File: config.mk
export PLATFORM = sky130hd
export DESIGN_NAME = pulse_shaper
export DESIGN_NICKNAME = d
export VERILOG_FILES = /design/src/rtl/pulse_shaper.sv
export SDC_FILE = /design/constraint.sdc
export NUM_CORES = 1
export LEC_CHECK = 0
export CAP_MARGIN = 20
export CORE_MARGIN = 1
export CORE_UTILIZATION = 56
export CTS_BUF_LIST = sky130_fd_sc_hd__clkbuf_4
export CTS_CLUSTER_DIAMETER = 40
export CTS_CLUSTER_SIZE = 24
export DETAILED_ROUTE_END_ITERATION = 10
export GPL_TIMING_DRIVEN = 1
export PLACE_DENSITY = 0.81
export SLEW_MARGIN = 20
export SYNTH_ARGS = -nofsm -noshare
export SYNTH_HDL_FRONTEND = slang
export SYNTH_SLANG_ARGS = --single-unit
File: constraint.sdc
create_clock -name clk -period 2.89 [get_ports clk]
set_input_delay 0.289 -clock clk [delete_from_list [all_inputs] [get_ports clk]]
set_output_delay 0.289 -clock clk [all_outputs]
set_load 0.01 [all_outputs]
File: src/rtl/pulse_shaper.sv
// Pulse shaper: turns one-cycle random triggers into fixed-width pulses followed
// by a dead time, with optional burst limiting and accepted/dropped event counters.
module pulse_shaper #(
  parameter int          CNT_BITS  = 32,
  parameter logic [15:0] DEF_WIDTH = 16'd10,
  parameter logic [15:0] DEF_DEAD  = 16'd100
) (
  input  logic                clk,
  input  logic                rst,
  input  logic                trig_in,
  input  logic [15:0]         width,
  input  logic                width_wr,
  input  logic [15:0]         dead,
  input  logic                dead_wr,
  input  logic [15:0]         burst_len,
  input  logic                enable,
  input  logic                clr_cnt,
  output logic                pulse_out,
  output logic                busy,
  output logic                burst_done,
  output logic [CNT_BITS-1:0] n_accepted,
  output logic [CNT_BITS-1:0] n_dropped
);

  typedef enum logic [1:0] {IDLE, HIGH, DEAD, DONE} state_t;

  localparam logic [CNT_BITS-1:0] CNT_ONE = {{(CNT_BITS-1){1'b0}}, 1'b1};

  state_t      state, state_nxt;
  logic [15:0] cnt, cnt_nxt;
  logic [15:0] i_width, i_dead;
  logic [15:0] lat_dead, lat_burst, burst_cnt;
  logic        accept, drop, burst_hit, burst_clr;

  // Next-state logic; the burst counter already includes the current pulse
  // when the end-of-cycle decision is made.
  always_comb begin
    state_nxt = state;
    cnt_nxt   = cnt;
    accept    = (state == IDLE) && enable && trig_in;
    drop      = (state != IDLE) && enable && trig_in;
    burst_hit = (lat_burst != 16'd0) && (burst_cnt == lat_burst);
    burst_clr = ((state == IDLE) || (state == DONE)) && !enable;
    case (state)
      IDLE: begin
        if (accept) begin
          state_nxt = HIGH;
          cnt_nxt   = (i_width == 16'd0) ? 16'd0 : i_width - 16'd1;
        end
      end
      HIGH: begin
        if (cnt != 16'd0) begin
          cnt_nxt = cnt - 16'd1;
        end else if (lat_dead == 16'd0) begin
          state_nxt = burst_hit ? DONE : IDLE;
        end else begin
          state_nxt = DEAD;
          cnt_nxt   = lat_dead - 16'd1;
        end
      end
      DEAD: begin
        if (cnt != 16'd0) begin
          cnt_nxt = cnt - 16'd1;
        end else begin
          state_nxt = burst_hit ? DONE : IDLE;
        end
      end
      DONE: begin
        if (!enable) begin
          state_nxt = IDLE;
        end
      end
      default: state_nxt = IDLE;
    endcase
  end

  always_ff @(posedge clk) begin
    if (rst) begin
      state      <= IDLE;
      cnt        <= 16'd0;
      pulse_out  <= 1'b0;
      i_width    <= DEF_WIDTH;
      i_dead     <= DEF_DEAD;
      lat_dead   <= DEF_DEAD;
      lat_burst  <= 16'd0;
      burst_cnt  <= 16'd0;
      n_accepted <= '0;
      n_dropped  <= '0;
    end else begin
      state     <= state_nxt;
      cnt       <= cnt_nxt;
      pulse_out <= (state_nxt == HIGH);
      if (width_wr) i_width <= width;
      if (dead_wr)  i_dead  <= dead;
      // Dead time and burst length are frozen for the pulse being started.
      if (accept) begin
        lat_dead  <= i_dead;
        lat_burst <= burst_len;
        burst_cnt <= burst_cnt + 16'd1;
      end else if (burst_clr) begin
        burst_cnt <= 16'd0;
      end
      if (clr_cnt) begin
        n_accepted <= '0;
        n_dropped  <= '0;
      end else begin
        if (accept && (n_accepted != '1)) n_accepted <= n_accepted + CNT_ONE;
        if (drop && (n_dropped != '1))    n_dropped  <= n_dropped + CNT_ONE;
      end
    end
  end

  assign busy       = (state == HIGH) || (state == DEAD);
  assign burst_done = (state == DONE);

endmodule
run_1/clock_nets.png
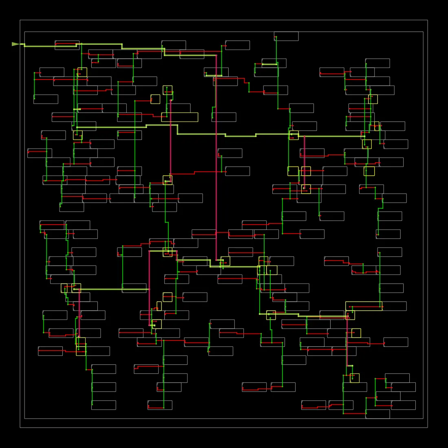
clock buffers: 18
Clock net power: 1.32 mW
clk latency late pin: 0.58 ns

run_1/m4.png
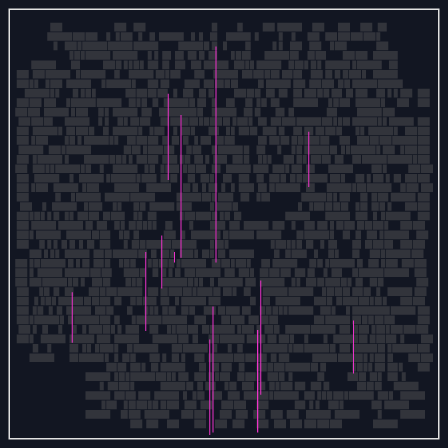
wire length on this layer: 337 um
share of all routed wire: 1.7%
longest straight run: 61.9 um
drt total wl: 19.3 mm
DR vias: 7,472

==> impl_metrics.json, run 1 <==
{
  "status": "finished clean",
  "max_slew_margin_pct": 50.4,
  "via_per_inst": 5.70,
  "htree_levels": 4,
  "dp_cells": 1279,
  "ys_seq_share_pct": 39.6,
  "drive_gt1_share_pct": 7.08,
  "whs_path_depth": 2,
  "io_buffers": 121,
  "pin_count": 122,
  "path_max_fanout": 13,
  "worstMarginPinSlew_ns": 0.743,
  "timing.critical_path.from": "state[0]",
  "overflow": 0,
  "first_global_vias": 6537,
  "ys_area_um2": 8230,
  "postCtsHoldBufs": 0,
  "synth-simple-area-share_pct": 28.8,
  "fin_nets": 1183,
  "drtIter0Drc": 605,
  "synth_area_um2": 8230,
  "final_cell_area_um2": 9930,
  "tns_ns": 0,
  "cts_buffer_depth": 2,
  "holdCritStartpoint": "rst",
  "post_cts_resize_count": 0,
  "finalPower_mw": 4.54,
  "ys_cells": 1004,
  "maxCapViolCount": 0,
  "grt_max_degree": 60,
  "finalSetupViolations": 0,
  "instances_no_fill": 1311,
  "endpoint_kind": "primary output",
  "switching_share_pct": 29.7,
  "async_reset_ff_share_pct": 0,
  "crit_type": "flop to primary output",
  "required_ns": 2.60,
  "path_clk_slew_ns": 0.14,
  "final_util_pct": 70.4,
  "pwr-share-seq_pct": 53.5,
  "top_logic_kind": "simple AND/OR/NAND/NOR gates",
  "top_area_cell": "dfxtp_1",
  "synth_top_flop_cell": "dfxtp_1",
  "synth-seq-cells": 163,
  "setup.worst_path.end": "busy",
  "cts_root_buf": "clkbuf_4",
  "cts_tree": "built",
  "dieArea_um2": 15200,
  "area_delta_synth_final_pct": 20.6,
  "grt_usage_pct": 26.5,
  "dieHeight_um": 123,
  "hold_viol_final": 0,
  "yosysUniqueCellTypes": 65,
  "final_common_cell": "dfxtp_1",
  "r2r-start": "state[0]",
  "drcViolationCount": 0,
  "ff2ff_setup_slack_ns": 0.40,
  "detail-route-antenna-nets": 0,
  "cts.sinks": 163,
  "whs_ns": 0.135,
  "mostFrequentLayoutCells": "dfxtp_1, nor2_1, nand2_1",
  "adder_share_pct": 1.52,
  "grt_pass1_wl_mm": 31.8,
  "hpwl_mm": 14.0,
  "dr.pass1.iters": 5,
  "initCoreUtil_pct": 58.4,
  "cts_setup_buffers": 0,
  "placed_area_um2": 9650,
  "place_worst_setup_slack_ns": 0.256,
  "power_leader": "sequential cells",
  "ys_warn_count": 0,
  "arrival_ns": 2.27,
  "muxShareOfSynthArea_pct": 5.24,
  "final.min_clock_period_ns": 2.56,
  "log.warning_count": 29,
  "cts_inserted_buffers": 17,
  "peakVddDrop_v": 0.000278,
  "syn_avg_cell_area_um2": 8.20
}
run_1/clock_wires.png
The bar under the picture is 20 um long.
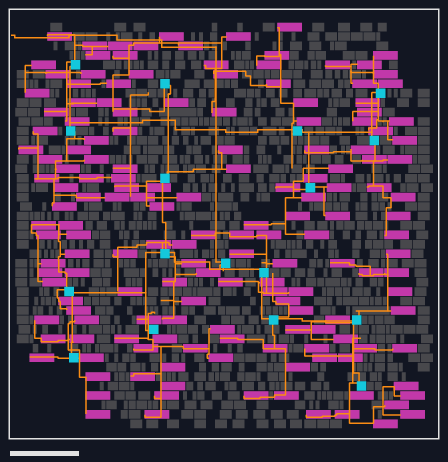
[clock wires] orange | length: 1,870 um
[flip-flops] magenta | count: 163
[clock-net drivers] cyan | count: 17
flops lie: all over the die
routed clock nets: 18
Final Skew: 0.0210 ns
Clock power frac: 29.1%

## run 1: cells by family after synthesis
kind of cell | Yosys count
multiplexers | 42
AND/OR/NAND/NOR | 477
XOR/XNOR | 99
adder cells (fa/ha/maj) | 10
AND-OR/OR-AND | 148
flip-flops | 163
buffers and inverters | 65
## run 1: synth_stat cells, types with 3 or more instances
master,instances
xnor2_1,42
or2_2,4
nand4_1,29
xor2_1,57
o311ai_0,3
a31oi_1,10
clkbuf_1,43
nor3b_1,3
nand4b_1,6
nand3b_1,4
a211oi_1,6
nor3_1,25
mux2_2,9
nor2_1,140
nand2_1,130
or3_1,10
nor4_1,23
and3_1,10
dfxtp_1,163
o211ai_1,9
or4_1,8
o21ai_0,22
a21oi_1,63
inv_1,15
ha_1,10
buf_1,4
nand3_1,44
o31ai_1,6
and4_1,12
o21a_1,6
and2_1,3
nor4b_1,9
mux2i_1,33
## run 1: state kept, by name, indices dropped and copies added, names as in the netlist
name	cells
pulse_out	1
i_dead	16
burst_cnt	16
n_dropped	32
n_accepted	32
i_width	16
lat_burst	16
cnt	16
state	2
lat_dead	16
## run 1: metal layers
layer	vias to the layer above	track usage (%)	part of all wire, %
met5	-	0	0
met4	0	9.94	1.7
met1	3421	38.0	48
li1	3785	-	-
met3	29	5.30	6.2
met2	237	39.1	44
## run 1: area by class of cell
class | instances | area (um2)
antenna | 1 | 2.50
fill | 1162 | 4170
clock inverter | 13 | 136
inverter | 15 | 56.3
tap | 180 | 225
clock buffer | 18 | 135
sequential | 163 | 3260
multi-input combinational | 776 | 4720
timing repair buffer | 145 | 1390
## run 1: critical path, cell delays in order, from the launching register on
cell and delay [ns]:
dfxtp_1 0.49, inv_1 0.11, ha_1 0.34, buf_4 0.21, clkdlybuf4s50_1 0.56
## Run 2: what changed since run 1
CORE_UTILIZATION = 61   (was 56)
PLACE_DENSITY = 0.87   (was 0.81)
clock period = 3.2 ns   (was 2.89 ns; I/O delays follow)
run_2/route_heat.png
The die is cut into 24 by 24 equal tiles; dark blue is low, red is high, scaled to the fullest tile. Values are wire area over tile area, all layers added.
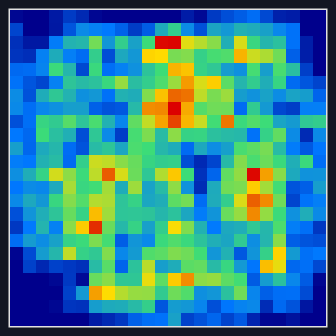
fullest tile: 0.61
nearly empty tiles: 8.2%
mean over tiles: 0.23
WL/cell: 15.2 um
DR vias: 7,674
total global-route track usage: 28.8%
drt total wl: 19.7 mm

==> impl_metrics.json, run 2 <==
{
  "worstMarginPinSlew_ns": 0.927,
  "grt_pass1_wl_mm": 32.8,
  "edf_count": 0,
  "mostFrequentLayoutCells": "dfxtp_1, nor2_1, nand2_1",
  "p_leak_nw": 3.53,
  "drive_gt1_share_pct": 5.99,
  "timing.critical_path.from": "cnt[0]",
  "place_congestion": 0.878,
  "final-max-slew-violation-count": 0,
  "crit_chain": "inv_1, ha_1, nor3b_2, buf_4, and4_1, nand2_1, o21a_1, o21ai_0, o221a_2",
  "ys_warn_count": 0,
  "worst_path_largest_cell_delay_ns": 0.61,
  "netlist_instances": 1004,
  "postCtsHoldBufs": 0,
  "final_common_cell": "dfxtp_1",
  "overflow": 0,
  "p_per_area_nw_per_um2": 421,
  "die_x_um": 118,
  "post_cts_resize_count": 0,
  "fp_nets": 1069,
  "finalPower_mw": 4.16,
  "drtIter0Drc": 590,
  "initCoreUtil_pct": 62.4,
  "pin_count": 122,
  "cts_buffer_depth": 2,
  "rsz0062_at_grt": "no",
  "drcViolationCount": 0,
  "fin_nets": 1175,
  "dieHeight_um": 118,
  "instances_no_fill": 1297,
  "tns_ns": 0,
  "htree_levels": 4,
  "arrival_ns": 3.04,
  "dr.pass1.iters": 5,
  "synth_top_flop_cell": "dfxtp_1",
  "synth_area_um2": 8230,
  "detail-route-antenna-nets": 0,
  "synth.top_cell.area_share_pct": 39.6,
  "top_regs": "n_accepted x32, n_dropped x32",
  "synth.most_common_cell": "dfxtp_1",
  "cts_setup_buffers": 0,
  "peakVddDrop_v": 0.000278,
  "path_max_fanout": 24,
  "path_clk_slew_ns": 0.12,
  "cts_tree": "built",
  "finalSetupViolations": 0,
  "path_depth": 9,
  "endpoint_kind": "flop",
  "async_reset_ff_share_pct": 0,
  "log.warning_count": 29,
  "cts_root_buf": "clkbuf_4",
  "io_buffers": 121,
  "yosys-top-cells-count": "dfxtp_1, nor2_1, nand2_1",
  "maxCapViolCount": 0,
  "area_leaders": "dfxtp_1, nor2_1, xor2_1",
  "max_freq_mhz": 388,
  "ys_cells": 1004,
  "final.min_clock_period_ns": 2.58,
  "place_worst_setup_slack_ns": 0.559,
  "start_kind": "flop",
  "hp-class": "input pin to flop",
  "dieArea_um2": 14000,
  "rr_worst_depth": 9,
  "dp_cells": 1267,
  "fin_crit_sh_pct": 80.5,
  "status": "finished clean",
  "max_slew_margin_pct": 38.0,
  "yosysUniqueCellTypes": 65,
  "rows": 42,
  "whs_ns": 0.0615,
  "top_area_cell": "dfxtp_1",
  "hpwl_mm": 14.1,
  "antenna_found_initial": 1,
  "crit_type": "flop to flop",
  "ys_area_um2": 8230,
  "cts.sinks": 163,
  "finalClockSkew_ns": 0.0182,
  "grt_max_degree": 77,
  "slowest_stage": "o21a_1",
  "syn_avg_cell_area_um2": 8.20,
  "area_delta_synth_final_pct": 20.0,
  "crit_family": "AND-OR/OR-AND gates",
  "path_buffers": 2,
  "hold_viol_final": 0,
  "ff2ff_setup_slack_ns": 0.62,
  "cts_inserted_buffers": 17,
  "via_per_inst": 5.92,
  "setup.worst_path.end": "cnt[6]",
  "r2r-end": "cnt[6]",
  "ys_seq_share_pct": 39.6,
  "first_global_vias": 6960,
  "synth-seq-cells": 163,
  "r2r-start": "cnt[0]",
  "required_ns": 3.66,
  "layout_setup_ws_ns": 0.623,
  "coreArea_um2": 13200
}
run_2/clock_wires.png
The bar under the picture is 20 um long.
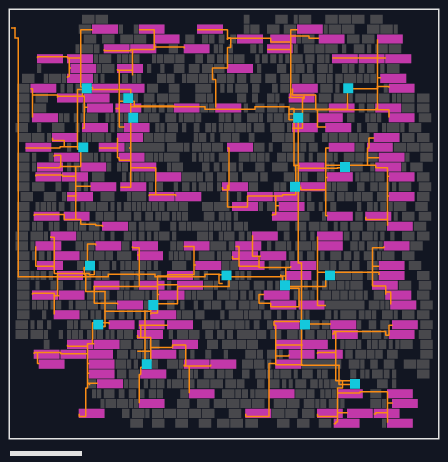
[clock-net drivers] cyan | count: 17
[clock wires] orange | length: 1,730 um
[flip-flops] magenta | count: 163
routed clock nets: 18
Clock power frac: 30.3%
clk latency late pin: 0.56 ns

==> run 2: netlist changes by cell type in the layout (fill, tap and decap cells not counted) <==
cell        change
diode_2         +1
inv_6           -2
clkinv_1        +2
clkinv_4        -1
buf_4           -8
clkbuf_4        +1
clkinvlp_4      -5
bufinv_16       +2
==> run 2: how the worst min path moves through the flow <==
stage	endpoint	startpoint	cells past startpoint	slack, ns
floorplan	lat_dead[14]	i_dead[14]	2	0.43
global placement	lat_dead[3]	i_dead[3]	2	0.44
detailed placement	lat_dead[12]	i_dead[12]	2	0.45
CTS	state[1]	rst	2	0.03
global route	state[0]	rst	2	0.04
finish	state[1]	rst	2	0.06
==> run 2: through the flow <==
step | instance area (um2) | util (%)
final | 9880 | 74.9
after global routing | 9880 | 74.9
after CTS | 9870 | 74.8
after detailed placement | 9590 | 72.7
after global placement | 9590 | 72.7
after floorplan | 8230 | -
==> run 2: layer usage <==
layer | GRT usage [%] | share of wire [%]
met5 | 0 | 0
met4 | 10.0 | 1.6
met3 | 5.55 | 6.5
met2 | 44.1 | 46
met1 | 40.4 | 46
==> run 2: cells by family after synthesis <==
kind of cell,share of synthesized area [%]
simple gates,28.8
buf+inv,3.04
mux,5.24
compound gates,11.2
xor+xnor,10.5
fa+ha+maj,1.52
flops,39.6
==> run 2: area by class of cell <==
cell class	count	area (um2)
clock buffers	19	143
repair buffers	137	1330
inverters	15	56.3
multi-input cells	776	4720
well taps	176	220
diodes	2	5.00
flip-flops and latches	163	3260
clock inverters	9	140
fillers	1027	3310
==> run 2: power by group <==
group          internal [mW]  switching [mW]  leakage (nW)
Combinational          0.299           0.403          2.05
Clock                  0.610           0.649         0.154
Sequential              2.11          0.0901          1.33
## Run 3: what changed since run 2
CORE_UTILIZATION = 56   (was 61)
PLACE_DENSITY = 0.81   (was 0.87)
clock period = 2.7 ns   (was 3.2 ns; I/O delays follow)
run_3/route_heat.png
The die is cut into 25 by 25 equal tiles; dark blue is low, red is high, scaled to the fullest tile. Values are wire area over tile area, all layers added.
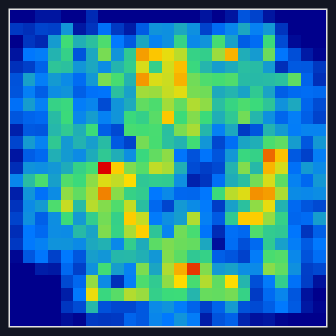
tiles over half the peak: 22%
nearly empty tiles: 8.0%
mean over tiles: 0.21
total global-route track usage: 26.8%
drt total wl: 19.7 mm
WL/cell: 14.9 um
DR vias: 7,639

==> impl_metrics.json, run 3 <==
{
  "finalClockSkew_ns": 0.0178,
  "pwr-share-seq_pct": 51.6,
  "nFillCells": 1167,
  "final_common_cell": "dfxtp_1",
  "highest_layer": "met4",
  "detail-route-antenna-nets": 0,
  "p_clk_mw": 1.58,
  "comb_area_um2": 4720,
  "hp-class": "input pin to flop",
  "async_reset_ff_share_pct": 0,
  "mostFrequentLayoutCells": "dfxtp_1, nor2_1, nand2_1",
  "max_freq_mhz": 412,
  "hpwl_mm": 14.1,
  "finalSetupViolations": 0,
  "first_global_vias": 6862,
  "p_int_mw": 3.61,
  "met3_length_mm": 1.18,
  "p_per_area_nw_per_um2": 500,
  "p_switching_mw": 1.42,
  "met3_usage_pct": 4.47,
  "syn_avg_cell_area_um2": 8.20,
  "peakVddDrop_v": 0.000324,
  "die_x_um": 123,
  "yosys-top-cells-count": "dfxtp_1, nor2_1, nand2_1",
  "initCoreUtil_pct": 58.4,
  "tns_ns": 0,
  "use_met2_pct": 41.2,
  "path_clk_slew_ns": 0.13,
  "cts_root_buf": "clkbuf_4",
  "fin_crit_sh_pct": 89.9,
  "ys_seq_share_pct": 39.6,
  "endpoint_kind": "flop",
  "post_cts_resize_count": 0,
  "drive_gt1_share_pct": 8.22,
  "pwr-share-clk_pct": 31.3,
  "fin_nets": 1195,
  "dr.pass1.iters": 5,
  "rr_worst_depth": 8,
  "synth_area_um2": 8230,
  "synth-seq-cells": 163,
  "whs_path_depth": 2,
  "area_leaders": "dfxtp_1, nor2_1, xor2_1",
  "io_buffers": 121,
  "crit_type": "flop to flop",
  "power_leader": "sequential cells",
  "placed_area_um2": 9740,
  "drtIter0Drc": 649,
  "yosysUniqueCellTypes": 65,
  "status": "finished clean",
  "grt_max_degree": 63,
  "pin_count": 122,
  "worst_path_largest_cell_delay_ns": 0.45,
  "maxCapViolCount": 0,
  "overflow": 0,
  "pg_comb_uw": 864,
  "routed-wl-met2_mm": 8.84,
  "grt.busiest_layer": "met2",
  "grtUsageMet1_pct": 37.8,
  "finalPower_mw": 5.04,
  "cts.sinks": 163,
  "required_ns": 3.14,
  "start_kind": "flop",
  "synth_top_flop_cell": "dfxtp_1",
  "ys_area_um2": 8230,
  "ys_warn_count": 0,
  "layout_setup_ws_ns": 0.272,
  "top_area_cell": "dfxtp_1",
  "hold_viol_final": 0,
  "slowest_stage": "nor2_1",
  "dieHeight_um": 123,
  "worstMarginPinSlew_ns": 0.697,
  "max_slew_margin_pct": 53.5,
  "synth.most_common_cell": "dfxtp_1",
  "cts_setup_buffers": 0,
  "crit_chain": "inv_1, ha_1, nor3b_2, nand4_1, nor2_1, a21oi_1, o2111a_1, o221a_2",
  "log.warning_count": 29,
  "htree_levels": 4,
  "netlist_instances": 1004,
  "place_worst_setup_slack_ns": 0.137
}
run_3/class_map.png
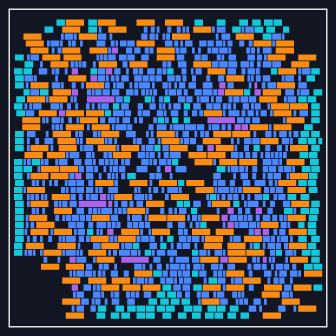
[remaining logic cells] blue | cells: 791
[remaining buffers and delay cells] cyan | cells: 157
[clock drivers and dummy loads] purple | cells: 32
[registers] orange | cells: 163
Site Rows: 43
core footprint: 14,100 um2
utilization after layout: 71.4%
final instance area: 10,100 um2
fraction of area in registers: 32.4%

run 3: path summary, 6_finish.rpt:
| path | from | endpoint |
|---|---|---|
| worst min register to register | i_dead[11] | lat_dead[11] |
| worst max-delay path | cnt[0] | cnt[6] |
| worst min-delay path | rst | i_width[10] |
| worst max register to register | cnt[0] | cnt[6] |
run 3: cell type report:
| type | count | area share (%) |
|---|---|---|
| Antenna cell | 1 | 0.0249 |
| Clock buffer | 18 | 1.34 |
| Clock inverter | 14 | 1.86 |
| Inverter | 15 | 0.559 |
| Multi-Input combinational cell | 776 | 46.9 |
| Sequential cell | 163 | 32.4 |
| Tap cell | 180 | 2.24 |
| Timing Repair Buffer | 157 | 14.7 |
run 3: logic make-up (layout without fill, tap and decap cells):
group                    count (synthesis)  in the layout  share of synthesized area (%)
AND-OR/OR-AND                          148            148                           11.2
multiplexers                            42             42                           5.24
AND/OR/NAND/NOR                        477            477                           28.8
flip-flops                             163            163                           39.6
XOR/XNOR                                99             99                           10.5
other                                    0              1                              0
adder cells (fa/ha/maj)                 10             10                           1.52
buffers and inverters                   65            204                           3.04
run 3: through the flow:
step | util (%) | hold slack (ns)
6_report | 71.4 | 0.137
5_1_grt | 71.4 | 0.108
4_1_cts | 71.4 | 0.0997
3_5_place_dp | 69.1 | 0.444
3_3_place_gp | 69.1 | 0.442
2_1_floorplan | - | 0.398
run 3: worst max-delay path, delay by kind of cell, from the launching register on:
| family | cells | cell delay, ns |
|---|---|---|
| and+or+nand+nor | 3 | 1.03 |
| AOI/OAI and AO/OA | 3 | 0.67 |
| DFF | 1 | 0.37 |
| adders and majority gates | 1 | 0.17 |
| buffers and inverters | 1 | 0.10 |
Power is estimated from default activity; no workload was simulated.
